$ cat config.mk
export PLATFORM = sky130hd
export DESIGN_NAME = spi_sclk_gen
export DESIGN_NICKNAME = d
export VERILOG_FILES = /design/src/rtl/spi_sclk_gen.sv
export SDC_FILE = /design/constraint.sdc
export NUM_CORES = 1
export LEC_CHECK = 0
export CAP_MARGIN = 40
export CORE_ASPECT_RATIO = 1.5
export CORE_MARGIN = 5
export CORE_UTILIZATION = 56
export DETAILED_ROUTE_END_ITERATION = 12
export GPL_TIMING_DRIVEN = 0
export HOLD_SLACK_MARGIN = 0.12
export PLACE_DENSITY = 0.79
export RECOVER_POWER = 50
export SKIP_LAST_GASP = 1
export SLEW_MARGIN = 20
export SYNTH_ARGS = -nofsm -noshare
export SYNTH_HDL_FRONTEND = slang
export SYNTH_SLANG_ARGS = --single-unit
$ cat constraint.sdc
create_clock -name clk_i -period 3.6 [get_ports clk_i]
set_input_delay 0.72 -clock clk_i [delete_from_list [all_inputs] [get_ports clk_i]]
set_output_delay 0.72 -clock clk_i [all_outputs]
set_load 0.005 [all_outputs]
$ cat src/rtl/spi_sclk_gen.sv
// SPI serial-clock burst generator: sclk_o with CPOL/CPHA, sample/shift strobes, bit index and done pulse.
// Latency: edge k is visible at t+1+k*(div+1) after the start cycle t; every output is registered.
// Backpressure: none; start_i is taken only in IDLE, stop_i aborts a burst. Optional macro SPI_SCLK_CS_EN adds cs_no.
module spi_sclk_gen #(
  parameter int DIV_W = 16,
  parameter int CNT_W = 8
) (
  input  logic             clk_i,
  input  logic             rst_ni,
  input  logic             start_i,
  input  logic             stop_i,
  input  logic [DIV_W-1:0] div_i,
  input  logic             cpol_i,
  input  logic             cpha_i,
  input  logic [CNT_W-1:0] nbits_i,
  output logic             busy_o,
  output logic             sclk_o,
  output logic             sample_o,
  output logic             shift_o,
  output logic             done_o,
  output logic [CNT_W-1:0] bit_idx_o
`ifdef SPI_SCLK_CS_EN
  ,
  output logic             cs_no
`endif
);

  // Tick counter covers 2N edges plus lead/tail ticks, so it needs two bits more than the bit count.
  localparam int TK_W = CNT_W + 2;

`ifdef SPI_SCLK_CS_EN
  // One idle half-period before edge 1. After the last edge sclk keeps its idle level for that
  // edge's own half-period and then one further hold half-period before chip select is released.
  localparam logic [TK_W-1:0] LEAD_TK = TK_W'(1);
  localparam logic [TK_W-1:0] TAIL_TK = TK_W'(3);
`else
  localparam logic [TK_W-1:0] LEAD_TK = TK_W'(0);
  localparam logic [TK_W-1:0] TAIL_TK = TK_W'(0);
`endif

  typedef enum logic {
    IDLE = 1'b0,
    RUN  = 1'b1
  } state_t;

  state_t           state_q;
  logic [DIV_W-1:0] div_q;
  logic [DIV_W-1:0] cnt_q;
  logic             cpol_q;
  logic             cpha_q;
  logic [CNT_W-1:0] nbits_q;
  logic [TK_W-1:0]  tk_q;

  logic             tick;
  logic [TK_W-1:0]  tk_nxt;
  logic [TK_W-1:0]  edge_num;
  logic [TK_W-1:0]  edges_total;
  logic             is_edge;
  logic             is_lead;
  logic             is_last_edge;
  logic             is_end;
  logic [CNT_W-1:0] nbits_eff;

  // Decode what the upcoming tick means: which edge it is, whether it is the last one, whether the burst ends.
  always_comb begin
    tick         = (cnt_q == div_q);
    tk_nxt       = tk_q + TK_W'(1);
    edge_num     = tk_nxt - LEAD_TK;
    edges_total  = {1'b0, nbits_q, 1'b0};
    is_edge      = (tk_nxt > LEAD_TK) && (edge_num <= edges_total);
    is_lead      = edge_num[0];
    is_last_edge = (edge_num == edges_total);
    is_end       = (tk_nxt == (edges_total + TAIL_TK));
    nbits_eff    = (nbits_i == '0) ? CNT_W'(1) : nbits_i;
  end

  // Two-state burst FSM; strobes default low and are raised only in the cycle before their edge shows.
  always_ff @(posedge clk_i or negedge rst_ni) begin
    if (!rst_ni) begin
      state_q   <= IDLE;
      div_q     <= '0;
      cnt_q     <= '0;
      cpol_q    <= 1'b0;
      cpha_q    <= 1'b0;
      nbits_q   <= '0;
      tk_q      <= '0;
      busy_o    <= 1'b0;
      sclk_o    <= 1'b0;
      sample_o  <= 1'b0;
      shift_o   <= 1'b0;
      done_o    <= 1'b0;
      bit_idx_o <= '0;
`ifdef SPI_SCLK_CS_EN
      cs_no     <= 1'b1;
`endif
    end else begin
      sample_o <= 1'b0;
      shift_o  <= 1'b0;
      done_o   <= 1'b0;
      case (state_q)
        IDLE: begin
          sclk_o <= cpol_i;
          if (start_i && !stop_i) begin
            div_q     <= div_i;
            cpol_q    <= cpol_i;
            cpha_q    <= cpha_i;
            nbits_q   <= nbits_eff;
            cnt_q     <= '0;
            tk_q      <= '0;
            bit_idx_o <= '0;
            busy_o    <= 1'b1;
            state_q   <= RUN;
`ifdef SPI_SCLK_CS_EN
            cs_no     <= 1'b0;
`endif
          end
        end
        RUN: begin
          if (stop_i) begin
            // Abort: park sclk at its idle level, no done and no strobes.
            state_q <= IDLE;
            sclk_o  <= cpol_q;
            busy_o  <= 1'b0;
            cnt_q   <= '0;
`ifdef SPI_SCLK_CS_EN
            cs_no   <= 1'b1;
`endif
          end else if (tick) begin
            cnt_q <= '0;
            tk_q  <= tk_nxt;
            if (is_edge) begin
              sclk_o <= ~sclk_o;
              if (is_lead) begin
                if (cpha_q) shift_o <= 1'b1;
                else        sample_o <= 1'b1;
              end else begin
                bit_idx_o <= bit_idx_o + CNT_W'(1);
                if (cpha_q)             sample_o <= 1'b1;
                else if (!is_last_edge) shift_o  <= 1'b1;
              end
            end
            if (is_end) begin
              done_o  <= 1'b1;
              busy_o  <= 1'b0;
              state_q <= IDLE;
`ifdef SPI_SCLK_CS_EN
              cs_no   <= 1'b1;
`endif
            end
          end else begin
            cnt_q <= cnt_q + DIV_W'(1);
          end
        end
        default: state_q <= IDLE;
      endcase
    end
  end

endmodule

==> impl_metrics.ini <==
; flow metrics
[power]
seqPwrFrac = 0.487
power_clock_mw = 0.618
power_top_consumer = sequential cells
leakagePower_nw = 1.98
power_frac_comb = 0.171
p_clk_frac = 0.342
p_int_mw = 1.30
power.switching_mw = 0.509
power.total_mw = 1.80
switching_share = 0.282
irDropWorstVdd_mv = 0.293

[timing]
tightest_slew_ns = 1.36
relSlewSlack = 0.0913
finalHoldViolations = 0
finalSetupViolations = 0
timing.fmax_mhz = 321
fin_ws_ns = 0.487
min_period_over_period = 0.865
fin_setup_tns_ns = 0

[synthesis]
ys_sh_simple = 0.267
yosys_area_sq_um = 3630
adder_share = 0.0379
syn_area_sq_um = 3630
top_cells_by_count = 100 x nand2_1, 66 x dfrtp_1, 29 x nor2_1
top_cells_by_area = dfrtp_1 46%, nand2_1 10%, xnor2_1 6.5%, ha_1 3.8%, nand3_1 3.6%
top_area_cell = dfrtp_1
compound_area_frac = 0.107
ys_async_sr_fraction = 1.00
synth_flops = 66
ys_top_logic_family = simple AND/OR/NAND/NOR gates
fp_nets = 448
synthDistinctLibCells = 54
synth-warning-count = 0

[layout]
finalNetCount = 502
logic_area_sq_um = 1840
nNonClkInverters = 11
n_antenna_cell = 0
clock_area_frac = 0.0445
stdcell_area_sq_um = 4330
buf_share = 0.119
buffers = 63
area_growth_pct = 19.5
lay_top_cells = 100 x nand2_1, 66 x dfrtp_1, 35 x clkdlybuf4s50_1
fin_cells = 541
drive_above_1_share = 0.0667
largest_registers = cnt_q: 16 flops, div_q: 16 flops, tk_q: 10 flops

[clocking]
path_clk_slew_ns = 0.07
cts_max_path_buffers = 2
clk_latency_ns = 0.34
cts_buffers = 9

[placement]
pre_cts_ws_ns = 0.535
hpwlAfterDp_um = 6530
portBuffers = 42
placed_area_sq_um = 4160

[route]
wl_met3_um = 275
wl_met2_um = 4650
antenna_left = 0
drtPass1Iterations = 4
drtIter0Drc = 166
wl_met1_um = 3410

[worst_setup_path]
start_kind = flop
crit_path_end_kind = flop
reg2reg_to = bit_idx_o[4]$_DFFE_PN0P_
cp_data_required_time_ns = 3.83
critical_path_class = reg2reg
crit_fanout = 10
cpLargestDelayFamily = simple AND/OR/NAND/NOR gates
worst_path_largest_cell_delay_ns = 0.49
rr_startpoint = tk_q[1]$_DFFE_PN0P_
reg2regPathDepth = 12
critPathArrivalTime_ns = 3.34

[run_status]
outcome = complete, no violations

[global_routing]
grt_pass1_vias = 3132
grt_pass1_wl_um = 14600
grt_use_met1 = 0.268
grt_max_degree = 42

[die]
die_x_um = 75.7
chipHeight_um = 109
initial_core_util = 0.567
io_pins = 43
die_area_sq_um = 8220

[worst_hold_path]
worstHoldEndpoint = bit_idx_o[7]$_DFFE_PN0P_

[run]
warnings = 26
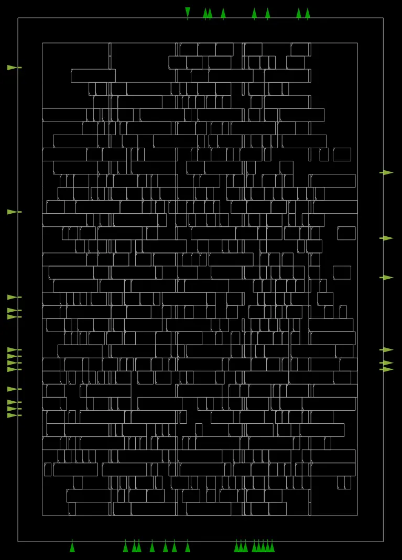
*Cell outlines without signal wires*
Seq Cell Count: 66
fin util: 0.678
Core Region: 6400 sq um
FILL cells: 542
Well Taps: 76

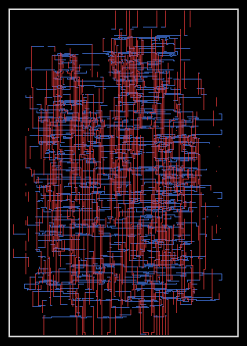
*Routed metal, one color a layer*
(3 px per um) Only two layers are drawn.
legend:
  metal 1:
    color: blue
    wire_length: 3410 um
  metal 2:
    color: red
    wire_length: 4650 um
routed wire length: 8720 um
DR WL/cell: 16.1 um
vias: 3079
GRT Total Usage: 0.236

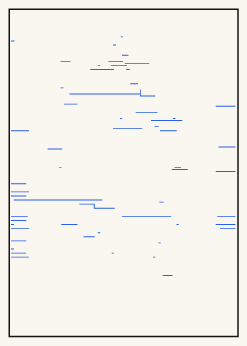
*Met3 routing*
(3 px per um)
wire length on this layer: 276 um
nets with wire on the layer: 40
share of all routed wire: 3.2%
met3 usage: 0.0456

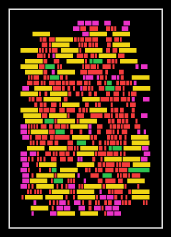
*Placement by cell class*
(2 px per um)
legend:
  clock drivers and dummy loads:
    color: green
    cells: 15
    share_of_their_area: 4.5%
  remaining buffers and delay cells:
    color: magenta
    cells: 63
    share_of_their_area: 12%
  sequential cells:
    color: yellow
    cells: 66
    share_of_their_area: 39%
  combinational and other logic:
    color: red
    cells: 321
    share_of_their_area: 44%
flop share of the area: 0.381
Core Rows: 36

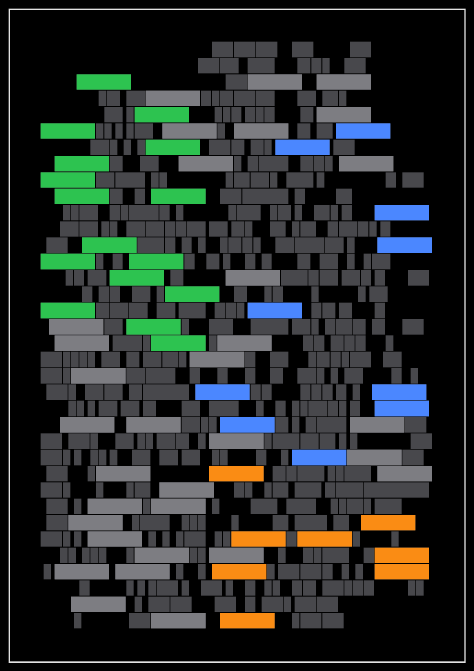
*Register map, names as in the netlist*
(6 px per um) Other sequential cells in the stronger gray, the rest of the logic in the fainter gray.
legend:
  tk_q:
    color: blue
    placed_flops: 10
  cnt_q:
    color: green
    placed_flops: 16
  nbits_q:
    color: orange
    placed_flops: 8
seq pwr: 0.879 mW
Flop area: 1650 sq um

Power figures rest on the tool's default switching activity, not on a simulated workload.
